<file path="config.mk">
export PLATFORM = sky130hd
export DESIGN_NAME = alu_pipe
export DESIGN_NICKNAME = d
export VERILOG_FILES = /design/src/rtl/alu_pipe.sv
export SDC_FILE = /design/constraint.sdc
export NUM_CORES = 1
export LEC_CHECK = 0
export CORE_ASPECT_RATIO = 0.8
export CORE_MARGIN = 5
export CORE_UTILIZATION = 33
export DETAILED_ROUTE_END_ITERATION = 12
export PLACE_DENSITY = 0.6
export SLEW_MARGIN = 20
export SYNTH_ARGS = -nofsm -noshare
export SYNTH_HDL_FRONTEND = slang
export SYNTH_SLANG_ARGS = --single-unit
export TNS_END_PERCENT = 50
</file>
<file path="constraint.sdc">
create_clock -name clk -period 2.9 [get_ports clk]
set_input_delay 0.435 -clock clk [delete_from_list [all_inputs] [get_ports clk]]
set_output_delay 0.435 -clock clk [all_outputs]
set_load 0.005 [all_outputs]
</file>
<file path="src/rtl/alu_pipe.sv">
// alu_pipe: handshaked WIDTH-bit ALU with registered result, {N,Z,C,V} flags and tag passthrough.
// Optional feature macro ALU_MUL_EN adds an iterative shift-add multiplier on opcode 1010.
module alu_pipe #(
    parameter int unsigned WIDTH = 32,
    parameter int unsigned TAG_W = 4
) (
    input  logic             clk,
    input  logic             reset,
    input  logic             in_valid,
    output logic             in_ready,
    input  logic [3:0]       op,
    input  logic [WIDTH-1:0] rs1,
    input  logic [WIDTH-1:0] rs2,
    input  logic [TAG_W-1:0] in_tag,
    output logic             out_valid,
    input  logic             out_ready,
    output logic [WIDTH-1:0] rd,
    output logic [TAG_W-1:0] out_tag,
    output logic [3:0]       flags,
    output logic             err
);
    localparam int unsigned SH_W = $clog2(WIDTH);

    typedef enum logic [3:0] {
        OP_ADD  = 4'b0000,
        OP_SUB  = 4'b0001,
        OP_AND  = 4'b0010,
        OP_OR   = 4'b0011,
        OP_XOR  = 4'b0100,
        OP_SLT  = 4'b0101,
        OP_SLL  = 4'b0110,
        OP_SRL  = 4'b0111,
        OP_SRA  = 4'b1000,
        OP_SLTU = 4'b1001,
        OP_MUL  = 4'b1010
    } op_e;

    logic [SH_W-1:0]  shamt;
    logic [WIDTH:0]   add_full;
    logic [WIDTH:0]   sub_full;
    logic [WIDTH-1:0] alu_rd;
    logic             alu_c;
    logic             alu_v;
    logic             accept;
    logic             wb_alu;
    logic             idle;

    logic             out_valid_q, out_valid_d;
    logic [WIDTH-1:0] rd_q, rd_d;
    logic [TAG_W-1:0] out_tag_q, out_tag_d;
    logic [3:0]       flags_q, flags_d;
    logic             err_q, err_d;

`ifdef ALU_MUL_EN
    typedef enum logic {S_IDLE, S_MUL} state_e;

    state_e           state_q, state_d;
    logic [WIDTH-1:0] mcand_q, mcand_d;
    logic [WIDTH-1:0] mplier_q, mplier_d;
    logic [WIDTH-1:0] acc_q, acc_d;
    logic [TAG_W-1:0] mtag_q, mtag_d;
    logic [SH_W:0]    cnt_q, cnt_d;
    logic             is_mul;
    logic             mul_done;

    assign idle   = (state_q == S_IDLE);
    assign wb_alu = accept && !is_mul;
`else
    assign idle   = 1'b1;
    assign wb_alu = accept;
`endif

    assign in_ready = idle && (!out_valid_q || out_ready);
    assign accept   = in_valid && in_ready;

    always_comb begin
        shamt    = rs2[SH_W-1:0];
        add_full = {1'b0, rs1} + {1'b0, rs2};
        sub_full = {1'b0, rs1} + {1'b0, ~rs2} + {{WIDTH{1'b0}}, 1'b1};
        alu_rd   = '0;
        alu_c    = 1'b0;
        alu_v    = 1'b0;
        err_d    = 1'b0;
`ifdef ALU_MUL_EN
        is_mul   = 1'b0;
`endif
        case (op_e'(op))
            OP_ADD: begin
                alu_rd = add_full[WIDTH-1:0];
                alu_c  = add_full[WIDTH];
                alu_v  = (rs1[WIDTH-1] == rs2[WIDTH-1]) && (add_full[WIDTH-1] != rs1[WIDTH-1]);
            end
            // Carry out of rs1 + ~rs2 + 1 is the inverted borrow.
            OP_SUB: begin
                alu_rd = sub_full[WIDTH-1:0];
                alu_c  = sub_full[WIDTH];
                alu_v  = (rs1[WIDTH-1] != rs2[WIDTH-1]) && (sub_full[WIDTH-1] != rs1[WIDTH-1]);
            end
            OP_AND:  alu_rd = rs1 & rs2;
            OP_OR:   alu_rd = rs1 | rs2;
            OP_XOR:  alu_rd = rs1 ^ rs2;
            OP_SLT:  alu_rd = {{(WIDTH-1){1'b0}}, ($signed(rs1) < $signed(rs2))};
            OP_SLTU: alu_rd = {{(WIDTH-1){1'b0}}, (rs1 < rs2)};
            OP_SLL:  alu_rd = rs1 << shamt;
            OP_SRL:  alu_rd = rs1 >> shamt;
            OP_SRA:  alu_rd = $unsigned($signed(rs1) >>> shamt);
`ifdef ALU_MUL_EN
            OP_MUL:  is_mul = 1'b1;
`endif
            default: err_d = 1'b1;
        endcase
    end

`ifdef ALU_MUL_EN
    // Edges 1..WIDTH each consume one multiplier bit; the following edge writes the result.
    always_comb begin
        state_d  = state_q;
        mcand_d  = mcand_q;
        mplier_d = mplier_q;
        acc_d    = acc_q;
        mtag_d   = mtag_q;
        cnt_d    = cnt_q;
        mul_done = 1'b0;
        case (state_q)
            S_IDLE: begin
                if (accept && is_mul) begin
                    state_d  = S_MUL;
                    mcand_d  = rs1;
                    mplier_d = rs2;
                    acc_d    = '0;
                    mtag_d   = in_tag;
                    cnt_d    = '0;
                end
            end
            S_MUL: begin
                if (cnt_q == (SH_W+1)'(WIDTH)) begin
                    mul_done = 1'b1;
                    state_d  = S_IDLE;
                end else begin
                    if (mplier_q[0]) begin
                        acc_d = acc_q + mcand_q;
                    end
                    mcand_d  = mcand_q << 1;
                    mplier_d = mplier_q >> 1;
                    cnt_d    = cnt_q + 1'b1;
                end
            end
            default: state_d = S_IDLE;
        endcase
    end

    always_ff @(posedge clk or posedge reset) begin
        if (reset) begin
            state_q  <= S_IDLE;
            mcand_q  <= '0;
            mplier_q <= '0;
            acc_q    <= '0;
            mtag_q   <= '0;
            cnt_q    <= '0;
        end else begin
            state_q  <= state_d;
            mcand_q  <= mcand_d;
            mplier_q <= mplier_d;
            acc_q    <= acc_d;
            mtag_q   <= mtag_d;
            cnt_q    <= cnt_d;
        end
    end
`endif

    always_comb begin
        out_valid_d = out_valid_q;
        rd_d        = rd_q;
        out_tag_d   = out_tag_q;
        flags_d     = flags_q;
        if (out_valid_q && out_ready) begin
            out_valid_d = 1'b0;
        end
        if (wb_alu) begin
            out_valid_d = 1'b1;
            rd_d        = alu_rd;
            out_tag_d   = in_tag;
            flags_d     = {alu_rd[WIDTH-1], (alu_rd == '0), alu_c, alu_v};
        end
`ifdef ALU_MUL_EN
        if (mul_done) begin
            out_valid_d = 1'b1;
            rd_d        = acc_q;
            out_tag_d   = mtag_q;
            flags_d     = {acc_q[WIDTH-1], (acc_q == '0), 2'b00};
        end
`endif
    end

    always_ff @(posedge clk or posedge reset) begin
        if (reset) begin
            out_valid_q <= 1'b0;
            rd_q        <= '0;
            out_tag_q   <= '0;
            flags_q     <= '0;
            err_q       <= 1'b0;
        end else begin
            out_valid_q <= out_valid_d;
            rd_q        <= rd_d;
            out_tag_q   <= out_tag_d;
            flags_q     <= flags_d;
`ifdef ALU_MUL_EN
            if (wb_alu || mul_done) begin
                err_q <= wb_alu ? err_d : 1'b0;
            end
`else
            if (wb_alu) begin
                err_q <= err_d;
            end
`endif
        end
    end

    assign out_valid = out_valid_q;
    assign rd        = rd_q;
    assign out_tag   = out_tag_q;
    assign flags     = flags_q;
    assign err       = err_q;
endmodule

</file>
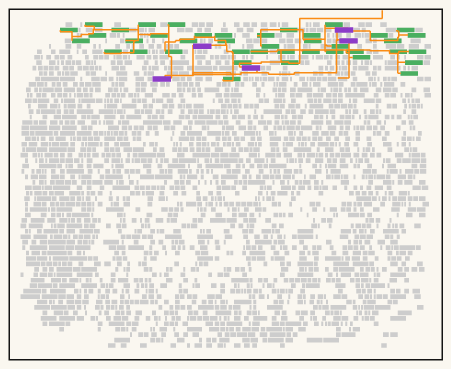
**Above:** run 1 (clock network drawn from the DEF).
Drawn at 2 px/um.
[clock wires] orange | length: 727 um
[flip-flops] green | count: 41
[clock drivers] purple | count: 5
flops lie: a band across the top
routed clock nets: 6

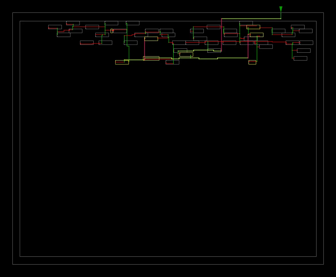
**Above:** run 1 (clock nets).
# clk buffers: 7
Max Clock Skew: 0.00528 ns
TritonCTS Buffers: 5
Flops: 41

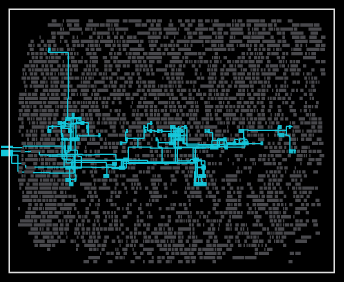
**Above:** run 1 (wires at chosen ports, followed through buffers).
Drawn at 1.5 px/um.
| port | colour | bits | direction | end cells | buffers | wire |
|---|---|---|---|---|---|---|
| op | cyan | 4 | input | 70 | 25 | 1690 um |

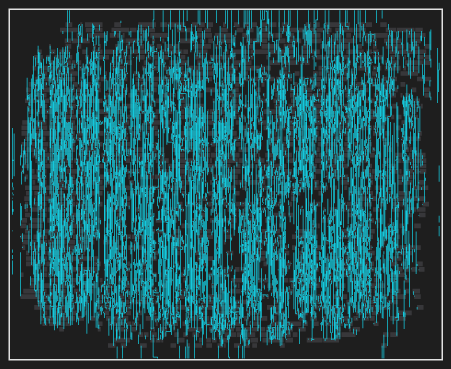
**Above:** run 1 (M2 wires).
Drawn at 2 px/um. Cells faint in the background.
share of all routed wire: 43%
nets with wire on the layer: 2064
longest straight run: 92.5 um
wire length on this layer: 29.7 mm
main direction: vertical

==> reports/results.ini, run 1 <==
[cells_and_area]
drive_gt1_share_pct = 50.8
clk_share_pct = 0.854
comb-cell-share_pct = 53.3
mostFrequentLayoutCell = buf_4
largestClassByArea = multi-input combinational cells
area_growth_pct = 81.1
nFillCells = 3065
buffers = 879
diodes = 0
fin_cells = 2694
design_area_um2 = 20200
nets = 2434
combGateArea_um2 = 10800
inverters = 103
nMultiInputCombCells = 1229
buf_share_pct = 36.0
layout_top_cells = buf_4, nand2_1, nor2_1
seq_area_um2 = 1030

[clock_network]
cts_resized = 393
clk_latency_ns = 0.30
cts_setup_buffers = 74
clockBufferDepth = 2
clk_root_buffer_cell = clkbuf_16
clk_pin_slew_ns = 0.06
cts_sinks = 41
ctsHtreeMaxLevel = 2
cts_hold_buffers = 0
cts_tree = yes

[synthesis]
synthesis.area_um2 = 11200
ys_seq_elements = 41
synthTopLogicFamily = AND-OR/OR-AND gates
fa_ha_area_share_pct = 11.2
edf_count = 0
top_cells_by_area = ha_1, mux4_2, dfrtp_1, a21oi_1, nand2_1
top_area_cell = ha_1
xor_share_pct = 1.41
ys_sh_simple_pct = 20.3
yosysUniqueCellTypes = 104
ys_sh_mux_pct = 17.5
ys_seq_share_pct = 9.18
postSynthNetCount = 1665
ys_cells = 1490
yosysChipArea_um2 = 11200
synthFlopType = dfrtp_1
synth.top_cell.area_share_pct = 10.9
syn_area_per_cell_um2 = 7.50
compound_area_share_pct = 32.0

[floorplanning]
die_area_um2 = 37700
fp_util_pct = 33.3
core_um2 = 33600
die_y_um = 175
die_w_um = 216
io_pins = 119
nWellTaps = 434
rows = 60

[sta]
setup_viol = 18
maxSlewViolCount = 0
relSlewSlack_pct = 42.0
rsz0062_at_grt = true
tightest_slew_ns = 0.869
setup_ws_ns = -0.666
whs_ns = 0.484
period_minus_slack_ns = 3.57
fmax_ghz = 0.280
period_used_pct = 123
final-hold-violation-count = 0

[setup_path]
r2r_end = flags[2]
rrSetupSlack_ns = 0.09
cp-start-kind = input pin
cp.arrival_ns = 3.80
end_kind = flip-flop
required_ns = 3.14
critPathKind = in -> reg
reg2reg_depth = 10

[route]
drt-pass1-iter-count = 6
highest_layer = met4
dr_wl_met2_mm = 29.7
drtIter0Drc = 1830
dr_wl_met3_mm = 7.09
drt-met1-wl_mm = 29.8
viasPerCell = 5.99
drc = 0
wl_per_cell_um = 25.9
final_antenna_net_count = 0
vias = 16130

[global_routing]
grt_overflow = 0
grt_max_degree = 42
use_met1_pct = 48.9
antenna_found_initial = 0
grt_util_met3_pct = 7.78
grt_pass1_vias = 15601
grt.met2_usage_pct = 53.6
gr-max-usage-layer = met2
grt_usage_pct = 34.9

[worst_hold_path]
hold_depth = 2
hold_end = rd[2]
worstHoldStart = rd[2]
hp-class = reg -> reg

[run]
cap_violations = 0
openroad.warnings = 94

[power_and_ir_drop]
p_per_area_nw_per_um2 = 276
power.total_uw = 5580
ir_drop_v = 0.000213
p_leak_uw = 0.00910

[placed_design]
place_area_um2 = 17500
place_hpwl_mm = 55.9
placed_cells = 2571
io_buffers = 118
place.gp.congestion = 1.05

[run_status]
status = finished with violations
violations = setup timing

-- run 1: critical path, stage by stage --
cell             delay, ns
clkdlybuf4s50_1       0.43
buf_6                 0.16
mux4_2                0.55
mux2_2                0.32
nor2_1                0.15
a211oi_1              0.09
nor3_1                0.27
buf_4                 0.20
o221a_2               0.19
o21ai_0               0.10
nor3_2                0.22
nand4_1               0.20
a2111oi_2             0.26
a32o_2                0.21
-- run 1: stage by stage --
stage          setup WS, ns  TNS (ns)  utilization (%)
4_1_cts              -0.803     -4.35             58.2
5_1_grt              -0.776     -6.73             60.3
6_report             -0.666     -5.02             60.3
3_3_place_gp          -1.43    -26.16             52.1
2_1_floorplan        -0.512     -2.05                -
3_5_place_dp          -1.48    -27.53             52.1
-- run 1: synth_stat cells (20+ instances only) --
cell	instances
mux4_2	47
o211ai_1	26
nand4_1	25
mux2i_1	41
a21o_1	20
buf_2	35
ha_1	97
o31ai_1	33
inv_1	98
mux2_2	37
dfrtp_1	41
nor4_1	20
a211oi_1	27
nor2_1	120
o21ai_0	87
nand3_1	41
a21oi_1	120
o22ai_1	22
nor3_1	37
nand2_1	142
clkbuf_1	62
-- run 1: worst max path at each step --
stage / start / end / slack [ns]
2_1_floorplan: rs2[3] / flags[2] / -0.51
3_3_place_gp: rs1[17] / flags[2] / -1.43
3_5_place_dp: rs1[0] / flags[2] / -1.48
4_1_cts: rs1[0] / flags[2] / -0.80
5_1_grt: rs2[0] / flags[2] / -0.78
6_report: rs1[26] / flags[2] / -0.67
-- run 1: where the power goes --
part / internal [uW] / leakage, uW / switching [uW]
Clock: 431 / 0.0000841 / 245
Sequential: 672 / 0.000518 / 58.6
Combinational: 2100 / 0.00850 / 2070
-- run 1: sequential cells by signal, summed over array words and instances (netlist names) --
register and flops:
flags 3, out_valid 1, err 1, out_tag 4, rd 32
==> run 2: changes to the inputs <==
--- a/config.mk
+++ b/config.mk
@@ -7,9 +7,9 @@
 export LEC_CHECK = 0
 export CORE_ASPECT_RATIO = 0.8
 export CORE_MARGIN = 5
-export CORE_UTILIZATION = 33
+export CORE_UTILIZATION = 60
 export DETAILED_ROUTE_END_ITERATION = 12
-export PLACE_DENSITY = 0.6
+export PLACE_DENSITY = 0.93
 export SLEW_MARGIN = 20
 export SYNTH_ARGS = -nofsm -noshare
 export SYNTH_HDL_FRONTEND = slang
==> reports/results.ini, run 2 <==
[synthesis]
postSynthNetCount = 1665
async_flop_share_pct = 100
ys_sh_mux_pct = 17.5
synthFlopType = dfrtp_1
yosysUniqueCellTypes = 104
top_area_cell = ha_1
ys_cells = 1490
synthesis.area_um2 = 11200
ys.warnings.count = 0
ys_seq_share_pct = 9.18
ys_seq_elements = 41
syn_area_per_cell_um2 = 7.50
common_cells = nand2_1, a21oi_1, nor2_1, inv_1, ha_1
edf_count = 0
ys_sh_simple_pct = 20.3
synthTopLogicFamily = AND-OR/OR-AND gates
synth.top_cell.area_share_pct = 10.9
xor_share_pct = 1.41
synthCells = 1490
compound_area_share_pct = 32.0
yosysMostFrequentCell = nand2_1
fa_ha_area_share_pct = 11.2
top_cells_by_area = ha_1, mux4_2, dfrtp_1, a21oi_1, nand2_1
yosysChipArea_um2 = 11200

[floorplanning]
die_y_um = 132
io_pins = 119
fp_util_pct = 61.3
die_w_um = 163
rows = 44

[clock_network]
cts_hold_buffers = 0
clockBufferDepth = 2
cts_sinks = 41
cts_resized = 455
cts_made_buffers = 5
clk_root_buffer_cell = clkbuf_16
ctsHtreeMaxLevel = 2
cts_setup_buffers = 76

[placed_design]
pre_cts_ws_ns = -1.77
place.gp.congestion = 1.35
io_buffers = 118
place_hpwl_mm = 57.6

[run_status]
error = [ERROR DPL-0038] Utilization greater than 100%, impossible to legalize
haltStage = clock tree synthesis (4_1_cts)
status = stopped before the end

[run 2: logic make-up after synthesis]
group           Yosys count
buf+inv                 220
simple gates            466
mux                     130
fa+ha+maj                99
flops                    41
xor+xnor                 18
compound gates          516
[run 2: through the flow]
stage	cells	instance area (um2)	hold WS, ns	setup TNS [ns]
after detailed placement	2334	16800	0.481	-32.19
after floorplan	1490	11500	0.470	-2.05
after global placement	2334	16800	0.463	-21.83
==> run 3: changes to the inputs <==
--- a/config.mk
+++ b/config.mk
@@ -5,11 +5,10 @@
 export SDC_FILE = /design/constraint.sdc
 export NUM_CORES = 1
 export LEC_CHECK = 0
-export CORE_ASPECT_RATIO = 0.8
 export CORE_MARGIN = 5
-export CORE_UTILIZATION = 60
+export CORE_UTILIZATION = 40
 export DETAILED_ROUTE_END_ITERATION = 12
-export PLACE_DENSITY = 0.93
+export PLACE_DENSITY_LB_ADDON = 0.15
 export SLEW_MARGIN = 20
 export SYNTH_ARGS = -nofsm -noshare
 export SYNTH_HDL_FRONTEND = slang
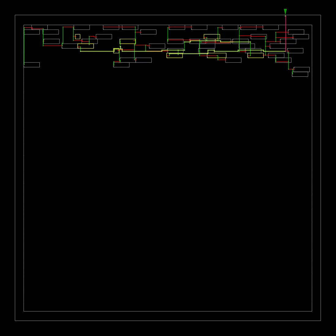
**Above:** run 3 (clock nets).
Max Clock Skew: 0.00620 ns
clk latency late pin: 0.29 ns

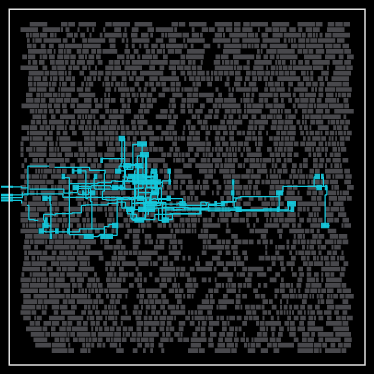
**Above:** run 3 (wires at chosen ports, followed through buffers).
Drawn at 2 px/um.
| port | colour | bits | direction | end cells | buffers | wire |
|---|---|---|---|---|---|---|
| op | cyan | 4 | input | 70 | 29 | 1600 um |

==> reports/results.ini, run 3 <==
[run_status]
status = finished with violations
violations = setup timing

[power_and_ir_drop]
p_per_area_nw_per_um2 = 274
ir_drop_v = 0.000265
p_sw_uw = 2390
pg_clk_uw = 652
comb_power_share_pct = 75.3
top_power_group = combinational logic
p_seq_uw = 725
p_int_uw = 3190
swShare_pct = 42.8
p_leak_uw = 0.00915
p_clk_share_pct = 11.7
power.total_uw = 5590
pwr-share-seq_pct = 13.0

[synthesis]
async_flop_share_pct = 100
synthCells = 1490
yosysChipArea_um2 = 11200
ys_seq_elements = 41
top_area_cell = ha_1
fa_ha_area_share_pct = 11.2
ys.warnings.count = 0
compound_area_share_pct = 32.0
yosysUniqueCellTypes = 104
ys_seq_share_pct = 9.18
common_cells = nand2_1, a21oi_1, nor2_1, inv_1, ha_1
synthesis.area_um2 = 11200
synthTopLogicFamily = AND-OR/OR-AND gates
ys_sh_mux_pct = 17.5
synth.top_cell.area_share_pct = 10.9
xor_share_pct = 1.41
postSynthNetCount = 1665
syn_area_per_cell_um2 = 7.50
top_cells_by_area = ha_1, mux4_2, dfrtp_1, a21oi_1, nand2_1

[global_routing]
gr-max-usage-layer = met2
grt_max_degree = 42
grt_usage_pct = 42.2
grt_overflow = 0
antenna_found_initial = 2
grt_pass1_vias = 16249
grt_util_met3_pct = 10.1

[run]
openroad.warnings = 94
cap_violations = 0

[sta]
final-hold-violation-count = 0
setup_ws_ns = -0.610
period_used_pct = 121
relSlewSlack_pct = 36.7
period_minus_slack_ns = 3.51
rsz0062_at_grt = true
fmax_ghz = 0.285
setup_viol = 19
maxSlewViolCount = 0

[clock_network]
cts_tree = yes
clk_pin_slew_ns = 0.06
cts_made_buffers = 5
clk_root_buffer_cell = clkbuf_16
ctsHtreeMaxLevel = 2

[cells_and_area]
comb-cell-share_pct = 53.6
fin_cells = 2630
nFillCells = 2163
clk_share_pct = 0.842
diodes = 0
layout_top_cells = buf_4, nand2_1, nor2_1
nets = 2426
largest_register_ffs = 32
clockBufferCount = 5
drive_gt1_share_pct = 52.0
buffers = 871
nMultiInputCombCells = 1229
buf_share_pct = 36.1

[route]
wl_per_cell_um = 26.2
vias = 16567
final_antenna_net_count = 0
drc = 0
drtIter0Drc = 2051

[floorplanning]
io_pins = 119
core_um2 = 27700
die_area_um2 = 31400
die_w_um = 177
nWellTaps = 378
die_y_um = 177
rows = 61

[placed_design]
io_buffers = 118
place_hpwl_mm = 54.6
place.gp.congestion = 1.10
pre_cts_ws_ns = -1.43

[setup_path]
cp.arrival_ns = 3.74
cp-start-kind = input pin
reg2reg_depth = 11
critPathKind = in -> reg

[worst_hold_path]
hp-class = reg -> reg

-- run 3: metal layers --
metal	share of wire, %	wire, um
met3	11	7320
met2	43	29600
met1	38	26300
met5	0.028	19
met4	8.3	5700
-- run 3: critical path, cell delays in order --
cell           delay [ns]
dlygate4sd2_1        0.33
buf_4                0.23
buf_4                0.19
nor4b_4              0.07
buf_4                0.14
buf_4                0.15
and4b_1              0.21
nor3_1               0.30
o2111ai_1            0.23
nor4_2               0.28
nand3b_1             0.22
nor3_1               0.22
buf_4                0.14
nand4_1              0.14
a2111oi_2            0.24
a32o_2               0.21
-- run 3: timing repair --
action                                 in CTS  in global routing
setup buffers                              73                 18
endpoints found under the hold margin       0                  0
resized                                   525                 84
gates cloned                                3                  0
pin swaps                                 103                 49
setup endpoints to repair                  35                 26
-- run 3: path summary, 6_finish.rpt --
check	startpoint	to	slack (ns)
max	op[2]	flags[2]	-0.61
min	rd[10]	rd[10]	0.48
max reg2reg	out_valid	flags[2]	-0.03
min reg2reg	rd[10]	rd[10]	0.48
max in group asynchronous	reset	rd[4]	1.74
min in group asynchronous	reset	out_valid	0.54
-- run 3: metrics by stage --
step | util (%) | cell area [um2] | hold slack (ns) | setup TNS, ns
final | 73.5 | 20400 | 0.476 | -4.20
after global routing | 73.5 | 20400 | 0.503 | -5.76
after CTS | 71.9 | 19900 | 0.484 | -3.16
after detailed placement | 63.2 | 17500 | 0.468 | -30.32
after global placement | 63.2 | 17500 | 0.462 | -29.16
after floorplan | - | 11500 | 0.470 | -2.05
-- run 3: kinds of logic (layout without fill, tap and decap cells) --
| kind of cell | Yosys count | after routing |
|---|---|---|
| fa+ha+maj | 99 | 99 |
| flops | 41 | 41 |
| buf+inv | 220 | 982 |
| xor+xnor | 18 | 18 |
| compound gates | 516 | 516 |
| mux | 130 | 130 |
| simple gates | 466 | 466 |
==> run 4: changes to the inputs <==
--- a/config.mk
+++ b/config.mk
@@ -8,6 +8,8 @@
 export CORE_MARGIN = 5
 export CORE_UTILIZATION = 40
 export DETAILED_ROUTE_END_ITERATION = 12
+export DONT_BUFFER_PORTS = 1
+export MAX_ROUTING_LAYER = met4
 export PLACE_DENSITY_LB_ADDON = 0.15
 export SLEW_MARGIN = 20
 export SYNTH_ARGS = -nofsm -noshare
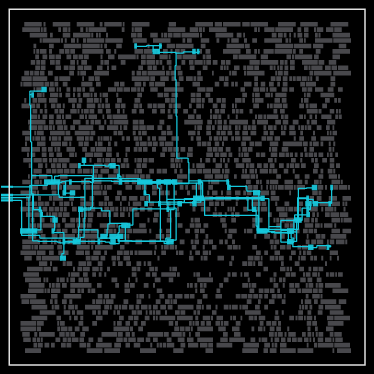
**Above:** run 4 (wires at chosen ports, followed through buffers).
Drawn at 2 px/um.
| port | colour | bits | direction | end cells | buffers | wire |
|---|---|---|---|---|---|---|
| op | cyan | 4 | input | 70 | 0 | 1680 um |

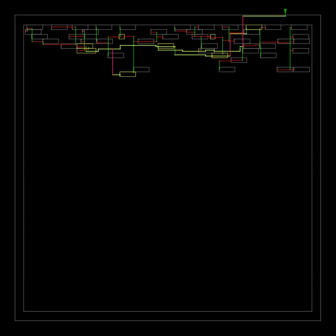
**Above:** run 4 (clock nets).
power in the clock group: 646 uW
# clk buffers: 5
Clock Sinks: 41
Max Clock Skew: 0.00195 ns

==> reports/results.ini, run 4 <==
[sta]
maxSlewViolCount = 0
period_used_pct = 119
setup_ws_ns = -0.553
whs_ns = 0.260
fmax_ghz = 0.290
rsz0062_at_grt = true
tightest_slew_ns = 1.15
period_minus_slack_ns = 3.45
relSlewSlack_pct = 22.9
final-hold-violation-count = 0
setup_viol = 13

[synthesis]
async_flop_share_pct = 100
yosysMostFrequentCell = nand2_1
synth.top_cell.area_share_pct = 10.9
ys_seq_share_pct = 9.18
ys_seq_elements = 41
synthesis.area_um2 = 11200
top_area_cell = ha_1
synthCells = 1490
top_cells_by_area = ha_1, mux4_2, dfrtp_1, a21oi_1, nand2_1
edf_count = 0
ys.warnings.count = 0
yosysChipArea_um2 = 11200
ys_cells = 1490
synthFlopType = dfrtp_1
postSynthNetCount = 1665
syn_area_per_cell_um2 = 7.50
common_cells = nand2_1, a21oi_1, nor2_1, inv_1, ha_1

[placed_design]
place_hpwl_mm = 50.0
place.gp.congestion = 1.02
pre_cts_ws_ns = -0.937
io_buffers = 0

[power_and_ir_drop]
top_power_group = combinational logic
comb-power_uw = 2960
p_seq_uw = 765
pwr-share-seq_pct = 17.5
p_clk_share_pct = 14.8
p_per_area_nw_per_um2 = 275
swShare_pct = 42.0
p_int_uw = 2540
p_sw_uw = 1840
p_leak_uw = 0.00714
power.total_uw = 4380
ir_drop_v = 0.000244
comb_power_share_pct = 67.8

[route]
drc = 0
drtIter0Drc = 1802
viasPerCell = 6.34
drt-pass1-iter-count = 6
wl_per_cell_um = 27.1
final_antenna_net_count = 0

[global_routing]
grt_pass1_vias = 14004
grt_usage_pct = 39.2
antenna_found_initial = 0
grt_max_degree = 83
grt_overflow = 0

[clock_network]
clk_latency_ns = 0.29
clockBufferDepth = 2
ctsHtreeMaxLevel = 2
clk_pin_slew_ns = 0.06
cts_tree = yes
clk_root_buffer_cell = clkbuf_16
cts_made_buffers = 5

[run]
cap_violations = 0
openroad.warnings = 94

[setup_path]
crit_chain = clkinv_16, ha_4, inv_2, fa_2, nor2b_4, o21a_4, buf_6, o31ai_4, a311oi_2, or4_1, nor4_2, nand4_1, and4bb_1, nand4_1, a2111oi_2, a32o_2
end_kind = flip-flop
critPathKind = in -> reg
cp-start-kind = input pin
required_ns = 3.13
cp.arrival_ns = 3.69
max_stage_delay_ns = 0.55
cp_slowest_cell = or4_1

[floorplanning]
io_pins = 119
fp_util_pct = 40.3
die_y_um = 177
die_w_um = 177
rows = 61
core_um2 = 27700

[cells_and_area]
largest_register_ffs = 32
mostFrequentLayoutCell = buf_4
diodes = 0
drive_gt1_share_pct = 38.3
nets = 2069
layout_top_cells = buf_4, nand2_1, nor2_1
area_growth_pct = 42.6

[run_status]
violations = setup timing
status = finished with violations

[worst_hold_path]
hp-class = in -> reg

## run 4: layout make-up
type                       count  area, um2
clock inverter                 3       46.3
fill                        2652      11800
multi-input combinational   1229       9820
inverter                     103        432
timing repair buffer         514       4010
sequential                    41       1030
clock buffer                   5        125
tap                          378        473
## run 4: worst max-delay path, delay by kind of cell
family	cells	cell delay, ns
adders and majority gates	2	0.46
buffers and inverters	3	0.19
AOI/OAI and AO/OA	5	1.03
and+or+nand+nor	6	1.57
## run 4: final timing paths
path	to	slack (ns)	startpoint	cells past startpoint
hold reg to reg	err	0.51	err	2
min in group asynchronous	out_tag[0]	0.56	reset	2
setup reg to reg	flags[2]	0.02	out_valid	11
hold / removal	out_valid	0.26	in_valid	1
max in group asynchronous	rd[11]	1.64	reset	3
setup / recovery	flags[2]	-0.55	rs1[0]	16
## run 4: stage by stage
stage	util, %	instances	area [um2]	setup TNS (ns)
2_1_floorplan	-	1490	11500	-2.05
3_3_place_gp	54.9	2258	15200	-8.52
3_5_place_dp	54.9	2258	15200	-10.02
4_1_cts	56.8	2271	15700	-1.24
5_1_grt	57.5	2273	15900	-2.93
6_report	57.5	2273	15900	-1.74
## run 4: repair_timing
action,4_1_cts,5_1_grt
setup buffers,5,2
pin swaps,21,21
hold buffers,1,0
endpoints found under the hold margin,13,0
gates resized,64,37
setup endpoints to repair,17,19
## run 4: kinds of logic after synthesis
family	Yosys count	share of synthesized area (%)
simple gates	466	20.3
xor+xnor	18	1.41
mux	130	17.5
compound gates	516	32.0
flops	41	9.18
buf+inv	220	8.36
fa+ha+maj	99	11.2
## run 4: layer usage
layer,vias up,GRT usage [%],part of all wire (%)
met5,-,-,0
met4,0,15.4,5.5
met3,152,7.61,9.5
met2,831,60.1,44
met1,6961,51.3,41
li1,6471,-,-
Power figures rest on the tool's default switching activity, not on a simulated workload.
